**Run 1: clock routing**

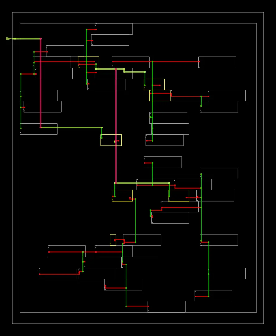
**Run 1: selected gate families**

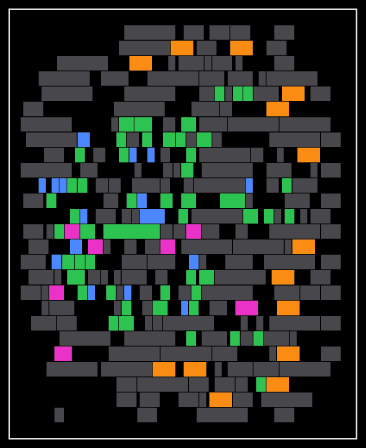
**Run 1: floorplan with the power grid**

Pins as bars on the die edge.
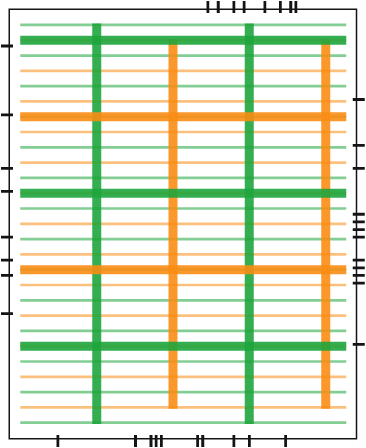
**Run 1: sequential cells grouped by signal name**

Other sequential cells in the stronger grey, the rest of the logic in the fainter grey.
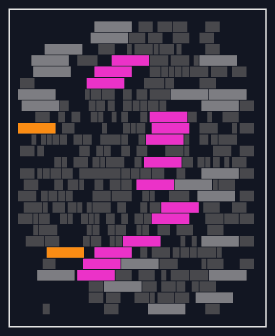
==> config.mk <==
export PLATFORM = sky130hd
export DESIGN_NAME = reaction_timer
export DESIGN_NICKNAME = d
export VERILOG_FILES = /design/src/rtl/reaction_timer_pkg.sv /design/src/rtl/reaction_timer_button_sync.sv /design/src/rtl/reaction_timer.sv
export SDC_FILE = /design/constraint.sdc
export NUM_CORES = 1
export LEC_CHECK = 0
export CORE_ASPECT_RATIO = 1.25
export CORE_MARGIN = 1.5
export CORE_UTILIZATION = 50
export CTS_CLUSTER_SIZE = 14
export DETAILED_ROUTE_END_ITERATION = 7
export PLACE_DENSITY = 0.78
export SLEW_MARGIN = 20
export SYNTH_ARGS = -nofsm -noshare
export SYNTH_HDL_FRONTEND = slang
export SYNTH_SLANG_ARGS = --single-unit
==> constraint.sdc <==
create_clock -name clock -period 3.3 [get_ports clock]
set_input_delay 0.66 -clock clock [delete_from_list [all_inputs] [get_ports clock]]
set_output_delay 0.66 -clock clock [all_outputs]
set_load 0.03 [all_outputs]
==> tab_implementation.tex <==
% Auto-generated results table
\begin{tabular}{lr}
\hline
Metric & Value \\
\hline
\multicolumn{2}{l}{\textbf{Placement}} \\
\quad Placed cells & 301 \\
\quad Total half-perimeter wirelength after legalization and detailed placement & 3210 um \\
\quad Post-detailed-placement cell area & 2540 um2 \\
\multicolumn{2}{l}{\textbf{Yosys}} \\
\quad Post-synthesis share of cell area spent on full adders, half adders and majority gates & 0.105 \\
\quad \# Cells Yosys & 214 \\
\quad Area fraction in mux cells & 0.0738 \\
\quad Largest family of logic cells by area & AND-OR/OR-AND gates \\
\quad Unique cell type count in the Yosys netlist & 42 \\
\quad Sequential element share of the synthesized area & 0.433 \\
\quad Parity-gate share of the synthesized area counting xor and xnor cells & 0 \\
\quad Post-synth regs & 37 \\
\multicolumn{2}{l}{\textbf{GRT}} \\
\quad Overall routing resource usage & 0.209 \\
\quad Antenna violations before repair & 0 \\
\quad Pin count of the biggest net entering global routing & 38 \\
\multicolumn{2}{l}{\textbf{Floorplanning}} \\
\quad Y dimension of the die & 76.1 um \\
\multicolumn{2}{l}{\textbf{Worst setup path}} \\
\quad Highest net fanout along the worst path & 14 \\
\quad Critical path endpoint category & flop \\
\quad Element type at the critical path start & flop \\
\quad Category of the most critical setup path & flop to flop \\
\multicolumn{2}{l}{\textbf{Layout}} \\
\quad Number of diodes added for antenna fixing & 0 \\
\quad Final net count & 275 \\
\quad Fill cell count & 375 \\
\quad Most common logic cells in the final layout & sky130\_fd\_sc\_hd\_\_dfrtp\_1, sky130\_fd\_sc\_hd\_\_clkdlybuf4s50\_1, sky130\_fd\_sc\_hd\_\_inv\_1, sky130\_fd\_sc\_hd\_\_ha\_1, sky130\_fd\_sc\_hd\_\_a21oi\_1 \\
\quad Share of cells above drive strength 1 & 0.0794 \\
\multicolumn{2}{l}{\textbf{STA}} \\
\quad Final hold slack & 0.354 ns \\
\quad Max Clk Rate & 402 MHz \\
\quad Number of endpoints failing setup at the final stage & 0 \\
\quad Unrepaired setup endpoints after global routing & false \\
\quad Worst-case headroom to the max-slew limit & 0.466 \\
\multicolumn{2}{l}{\textbf{Job}} \\
\quad Number of OpenROAD warnings & 29 \\
\multicolumn{2}{l}{\textbf{Drt}} \\
\quad Routed wire length & 4320 um \\
\quad Via count & 1750 \\
\multicolumn{2}{l}{\textbf{Pwr}} \\
\quad Total power per unit cell area & 496 nW/um2 \\
\multicolumn{2}{l}{\textbf{Status}} \\
\quad Outcome & finished, final reports clean \\
\multicolumn{2}{l}{\textbf{Clocking}} \\
\quad Maximum number of buffers from clock root to sink & 2 \\
\hline
\end{tabular}
About 'clock routing':
Worst-Skew Late Latency: 0.28 ns
flop count: 37

About 'selected gate families':
Key: orange = multiplexers [cells 14]; blue = NOR gates [cells 16]; green = inverting AOI/OAI gates [cells 50]; magenta = AND-OR and OR-AND gates [cells 7]
most common cell after layout, fill and taps aside: sky130_fd_sc_hd__dfrtp_1
non-filler cells, final: 308
Comb area share: 0.417

About 'floorplan with the power grid':
Key: orange = VDD; green = VSS
5 straps on met5. 38 signal pins sit on the boundary. 4 straps on met4. The core has 26 rows.
largest voltage drop on the vdd net: 443 uV
area of the core region: 4100 um2

About 'sequential cells grouped by signal name':
Key: orange = state_q [flops 2]; magenta = elapsed [flops 14]
share of the core filled with cells in the final layout: 0.641
sequential fraction of total cell area: 0.353
Seq. pwr: 528 uW

run 1: routing by layer:
layer / track usage / part of all wire
met5: 0 / 0
met4: 0.0702 / 0.011
met2: 0.350 / 0.52
met3: 0.0390 / 0.029
met1: 0.262 / 0.44
run 1: kinds of logic after synthesis:
group / count (synthesis)
flops: 37
fa+ha+maj: 18
compound gates: 57
buf+inv: 26
simple gates: 62
mux: 14
run 1: per-stage QoR:
step	worst slack (ns)	power, mW
CTS	0.793	1.31
detailed placement	0.558	1.00
global placement	0.664	0.993
finish	0.811	1.30
global route	0.617	1.38
floorplan	1.05	0.858
run 1: report_power, final:
group	total (mW)	switching, mW	internal (mW)
Sequential	0.528	0.0382	0.490
Combinational	0.470	0.287	0.183
Clock	0.304	0.139	0.165
Total	1.30	0.464	0.839
run 1: worst max-delay path, stage by stage, from the launching register on:
cell and delay (ns):
sky130_fd_sc_hd__dfrtp_1 0.51, sky130_fd_sc_hd__ha_1 0.38, sky130_fd_sc_hd__nand4_1 0.10, sky130_fd_sc_hd__or3_1 0.34, sky130_fd_sc_hd__o211ai_2 0.65, sky130_fd_sc_hd__mux2_2 0.41
run 1: cells in the mapped netlist (2+ instances only):
master | n | area, um2
sky130_fd_sc_hd__nand2_1 | 13 | 48.8
sky130_fd_sc_hd__nor2_1 | 10 | 37.5
sky130_fd_sc_hd__inv_1 | 18 | 67.6
sky130_fd_sc_hd__and2_1 | 2 | 12.5
sky130_fd_sc_hd__and4_1 | 2 | 17.5
sky130_fd_sc_hd__nand4_1 | 7 | 43.8
sky130_fd_sc_hd__a31oi_1 | 4 | 25.0
sky130_fd_sc_hd__dfrtp_1 | 37 | 926
sky130_fd_sc_hd__nor3_1 | 3 | 15.0
sky130_fd_sc_hd__mux2_2 | 4 | 45.0
sky130_fd_sc_hd__nand3_1 | 9 | 45.0
sky130_fd_sc_hd__buf_2 | 5 | 25.0
sky130_fd_sc_hd__a21o_1 | 4 | 30.0
sky130_fd_sc_hd__nand2b_1 | 4 | 25.0
sky130_fd_sc_hd__o31ai_1 | 7 | 52.6
sky130_fd_sc_hd__and3_1 | 2 | 12.5
sky130_fd_sc_hd__ha_1 | 18 | 225
sky130_fd_sc_hd__nor2b_1 | 2 | 12.5
sky130_fd_sc_hd__o21ai_0 | 7 | 35.0
sky130_fd_sc_hd__mux2_1 | 10 | 113
sky130_fd_sc_hd__o21ai_1 | 11 | 55.1
sky130_fd_sc_hd__a21oi_1 | 15 | 75.1
run 1: final cells by class:
class                           count  share of cell area
Clock buffer                        7              0.0329
Tap cell                           56              0.0267
Multi-Input combinational cell    151               0.417
Inverter                           18              0.0257
Timing Repair Buffer               39               0.145
Sequential cell                    37               0.353
No activity file was given, so power comes from the tool's default toggle rates.
